`src/rtl/branch_predictor_pkg.sv`:
```
// rtl/branch_predictor_pkg.sv - shared widths, 2-bit counter encodings and saturating helpers
package branch_predictor_pkg;

   localparam int BP_ADDR_WIDTH = 16;

   localparam logic [1:0] BP_SNT = 2'b00;
   localparam logic [1:0] BP_WNT = 2'b01;
   localparam logic [1:0] BP_WT  = 2'b10;
   localparam logic [1:0] BP_ST  = 2'b11;

   function automatic logic [1:0] sat_inc(input logic [1:0] ctr);
      return (ctr == BP_ST) ? BP_ST : ctr + 2'd1;
   endfunction

   function automatic logic [1:0] sat_dec(input logic [1:0] ctr);
      return (ctr == BP_SNT) ? BP_SNT : ctr - 2'd1;
   endfunction

endpackage

```
`src/rtl/branch_predictor_btb_table.sv`:
```
// rtl/branch_predictor_btb_table.sv - BTB storage: two async read ports, one sync write, sync bulk clear
module btb_table
   import branch_predictor_pkg::*;
#(
   parameter int ADDR_WIDTH = BP_ADDR_WIDTH,
   parameter int INDEX_BITS = 4,
   parameter int TAG_BITS   = ADDR_WIDTH - INDEX_BITS - 1
) (
   input  logic                  clk,
   input  logic                  reset,
   input  logic [INDEX_BITS-1:0] fetch_index,
   output logic                  fetch_valid,
   output logic [TAG_BITS-1:0]   fetch_tag,
   output logic [ADDR_WIDTH-1:0] fetch_target,
   output logic [1:0]            fetch_ctr,
   input  logic [INDEX_BITS-1:0] res_index,
   output logic                  res_valid,
   output logic [TAG_BITS-1:0]   res_tag,
   output logic [ADDR_WIDTH-1:0] res_target,
   output logic [1:0]            res_ctr,
   input  logic                  wr_en,
   input  logic [INDEX_BITS-1:0] wr_index,
   input  logic [TAG_BITS-1:0]   wr_tag,
   input  logic [ADDR_WIDTH-1:0] wr_target,
   input  logic [1:0]            wr_ctr
);

   localparam int ENTRIES = 1 << INDEX_BITS;

   logic                  valid_q  [ENTRIES];
   logic [TAG_BITS-1:0]   tag_q    [ENTRIES];
   logic [ADDR_WIDTH-1:0] target_q [ENTRIES];
   logic [1:0]            ctr_q    [ENTRIES];

   assign fetch_valid  = valid_q[fetch_index];
   assign fetch_tag    = tag_q[fetch_index];
   assign fetch_target = target_q[fetch_index];
   assign fetch_ctr    = ctr_q[fetch_index];

   assign res_valid  = valid_q[res_index];
   assign res_tag    = tag_q[res_index];
   assign res_target = target_q[res_index];
   assign res_ctr    = ctr_q[res_index];

   // Only valid and ctr are cleared; stale tag/target are unreachable once valid is 0.
   always_ff @(posedge clk) begin
      if (reset) begin
         for (int i = 0; i < ENTRIES; i++) begin
            valid_q[i] <= 1'b0;
            ctr_q[i]   <= BP_SNT;
         end
      end else if (wr_en) begin
         valid_q[wr_index]  <= 1'b1;
         tag_q[wr_index]    <= wr_tag;
         target_q[wr_index] <= wr_target;
         ctr_q[wr_index]    <= wr_ctr;
      end
   end

endmodule

```
`src/rtl/branch_predictor.sv`:
```
// rtl/branch_predictor.sv - BTB predictor top: lookup, counter update, flush; BRANCH_PREDICTOR_STATS_EN adds counters
module branch_predictor
   import branch_predictor_pkg::*;
#(
   parameter int ADDR_WIDTH = BP_ADDR_WIDTH,
   parameter int INDEX_BITS = 4,
   parameter int TAG_BITS   = ADDR_WIDTH - INDEX_BITS - 1
) (
   input  logic                  clk,
   input  logic                  reset,
   input  logic [ADDR_WIDTH-1:0] fetch_pc,
   output logic                  take_branch,
   output logic [ADDR_WIDTH-1:0] branch_predict,
   input  logic                  res_valid,
   input  logic [ADDR_WIDTH-1:0] res_pc,
   input  logic                  res_taken,
   input  logic [ADDR_WIDTH-1:0] res_target,
   input  logic                  res_pred_taken,
   input  logic [ADDR_WIDTH-1:0] res_pred_target,
`ifdef BRANCH_PREDICTOR_STATS_EN
   output logic [15:0]           stat_resolved,
   output logic [15:0]           stat_mispredict,
`endif
   output logic                  flush,
   output logic [ADDR_WIDTH-1:0] flush_address
);

   localparam logic [ADDR_WIDTH-1:0] PC_STEP = ADDR_WIDTH'(2);

   logic                  f_valid, r_valid;
   logic [TAG_BITS-1:0]   f_tag, r_tag;
   logic [ADDR_WIDTH-1:0] f_target, r_target;
   logic [1:0]            f_ctr, r_ctr;
   logic                  f_hit, r_hit;
   logic                  res_ok, mispredict;
   logic                  wr_en;
   logic [ADDR_WIDTH-1:0] wr_target;
   logic [1:0]            wr_ctr;

   btb_table #(
      .ADDR_WIDTH (ADDR_WIDTH),
      .INDEX_BITS (INDEX_BITS),
      .TAG_BITS   (TAG_BITS)
   ) u_table (
      .clk          (clk),
      .reset        (reset),
      .fetch_index  (fetch_pc[INDEX_BITS:1]),
      .fetch_valid  (f_valid),
      .fetch_tag    (f_tag),
      .fetch_target (f_target),
      .fetch_ctr    (f_ctr),
      .res_index    (res_pc[INDEX_BITS:1]),
      .res_valid    (r_valid),
      .res_tag      (r_tag),
      .res_target   (r_target),
      .res_ctr      (r_ctr),
      .wr_en        (wr_en),
      .wr_index     (res_pc[INDEX_BITS:1]),
      .wr_tag       (res_pc[ADDR_WIDTH-1:INDEX_BITS+1]),
      .wr_target    (wr_target),
      .wr_ctr       (wr_ctr)
   );

   assign f_hit          = f_valid && (f_tag == fetch_pc[ADDR_WIDTH-1:INDEX_BITS+1]);
   assign r_hit          = r_valid && (r_tag == res_pc[ADDR_WIDTH-1:INDEX_BITS+1]);
   assign take_branch    = !reset && f_hit && f_ctr[1];
   assign branch_predict = f_hit ? f_target : fetch_pc + PC_STEP;

   // A resolve arriving while flush is high belongs to a wrong-path instruction.
   assign res_ok     = res_valid && !reset && !flush;
   assign mispredict = res_ok && ((res_taken != res_pred_taken) ||
                       (res_taken && res_pred_taken && (res_target != res_pred_target)));

   always_comb begin
      wr_en     = 1'b0;
      wr_target = res_target;
      wr_ctr    = r_ctr;
      if (res_ok) begin
         if (res_taken) begin
            wr_en  = 1'b1;
            wr_ctr = r_hit ? sat_inc(r_ctr) : BP_WT;
         end else if (r_hit) begin
            wr_en     = 1'b1;
            wr_target = r_target;
            wr_ctr    = sat_dec(r_ctr);
         end
      end
   end

   always_ff @(posedge clk) begin
      if (reset) begin
         flush         <= 1'b0;
         flush_address <= '0;
      end else begin
         flush <= mispredict;
         if (mispredict)
            flush_address <= res_taken ? res_target : res_pc + PC_STEP;
      end
   end

`ifdef BRANCH_PREDICTOR_STATS_EN
   always_ff @(posedge clk) begin
      if (reset) begin
         stat_resolved   <= '0;
         stat_mispredict <= '0;
      end else begin
         if (res_ok && stat_resolved != 16'hFFFF)
            stat_resolved <= stat_resolved + 16'd1;
         if (mispredict && stat_mispredict != 16'hFFFF)
            stat_mispredict <= stat_mispredict + 16'd1;
      end
   end
`endif

endmodule

```
`config.mk`:
```
export PLATFORM = sky130hd
export DESIGN_NAME = branch_predictor
export DESIGN_NICKNAME = d
export VERILOG_FILES = /design/src/rtl/branch_predictor_pkg.sv /design/src/rtl/branch_predictor_btb_table.sv /design/src/rtl/branch_predictor.sv
export SDC_FILE = /design/constraint.sdc
export NUM_CORES = 1
export LEC_CHECK = 0
export CAP_MARGIN = 20
export CORE_AREA = 2 2 144 251
export CTS_CLUSTER_SIZE = 30
export DETAILED_ROUTE_END_ITERATION = 16
export DIE_AREA = 0 0 146 253
export PLACE_DENSITY = 0.85
export SYNTH_ARGS = -nofsm -noshare
export SYNTH_HDL_FRONTEND = slang
export SYNTH_SLANG_ARGS = --single-unit
```
`constraint.sdc`:
```
create_clock -name clk -period 10.5 [get_ports clk]
set_input_delay 2.1 -clock clk [delete_from_list [all_inputs] [get_ports clk]]
set_output_delay 2.1 -clock clk [all_outputs]
set_load 0.005 [all_outputs]
```
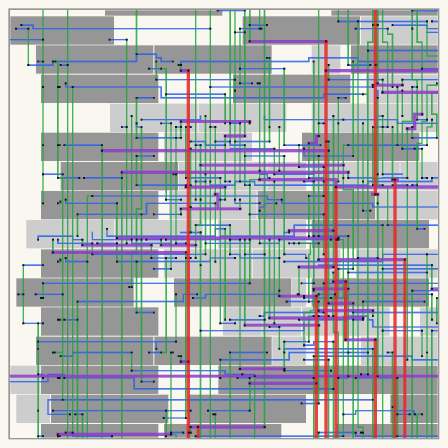
*Close-up of the layout*
Window x 16 to 56, y 170 to 210 um. Cells in grey, sequential cells in the stronger grey; small squares are vias.
layer	colour
met1	blue
met3	purple
met2	green
met4	red
most frequent	edfxtp_1 (28), mux4_2 (15), mux2i_1 (3)
sequential cells in the window	28
netlist names of flops here include	`u_table.tag_q` (28)
cells with their middle in the window	54

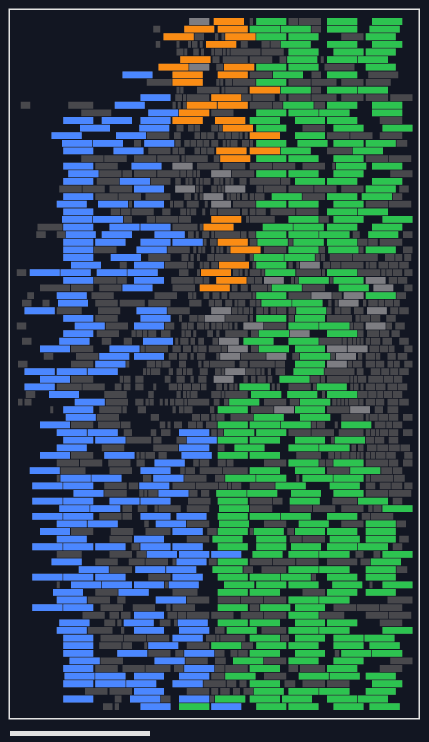
*Sequential cells grouped by signal name*
Scale bar: 50 um.
name in the netlist	colour	placed flops
`u_table.tag_q`	blue	176
`u_table.target_q`	green	256
`u_table.ctr_q`	orange	32

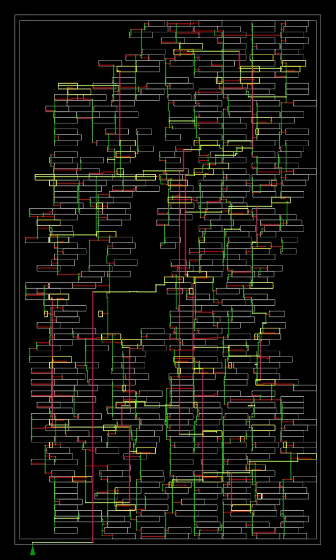
*Clock routing*
clock-net power: 1.68 mW
Seq cells: 497
CTS buffer count: 41

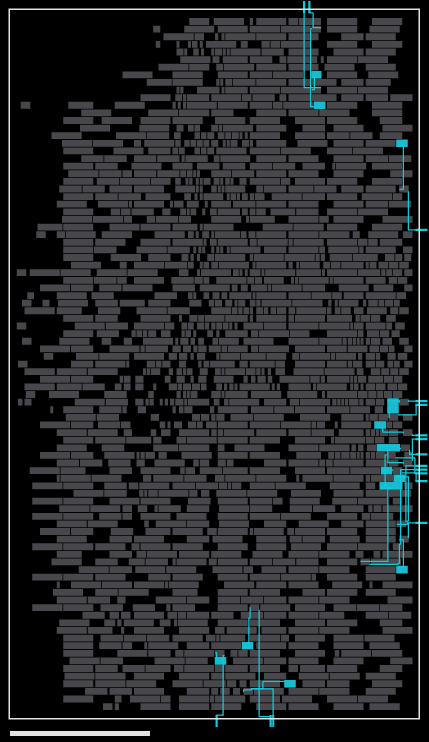
*Wires at chosen ports, followed through buffers*
Scale bar: 50 um.
port	colour	direction	end cells	buffers	wire
`branch_predict`	cyan	output	16	16	508 um

==> flow_summary.ini <==
; physical design summary
[outcome]
status = finished, final reports clean

[drt]
wl_met1_um = 19500
wl_per_cell_um = 33.70

[yosys]
synth.logic.top_family = multiplexers
yosys_area_sq_um = 22360
numSynthFlops = 497
yosysWarnings = 0

[pwr]
comb-power_uw = 354
p_seq_mw = 2.19

[final_timing]
fin_crit_sh_pct = 78.56

[cells_and_area]
top_area_cell_class = registers

[hold_path]
hold_end = u_table.valid_q[6]

[placement]
port_buffers = 102
placed_area_sq_um = 23950

[global_route]
top_usage_layer = met2
grt_antenna_before_repair = 2

[clock_tree]
clock-root-buffer = clkbuf_16

[job]
warnings = 29

[die]
die_h_um = 253

[setup_path]
critPathArrivalTime_ps = 6150
Power figures rest on the tool's default switching activity, not on a simulated workload.
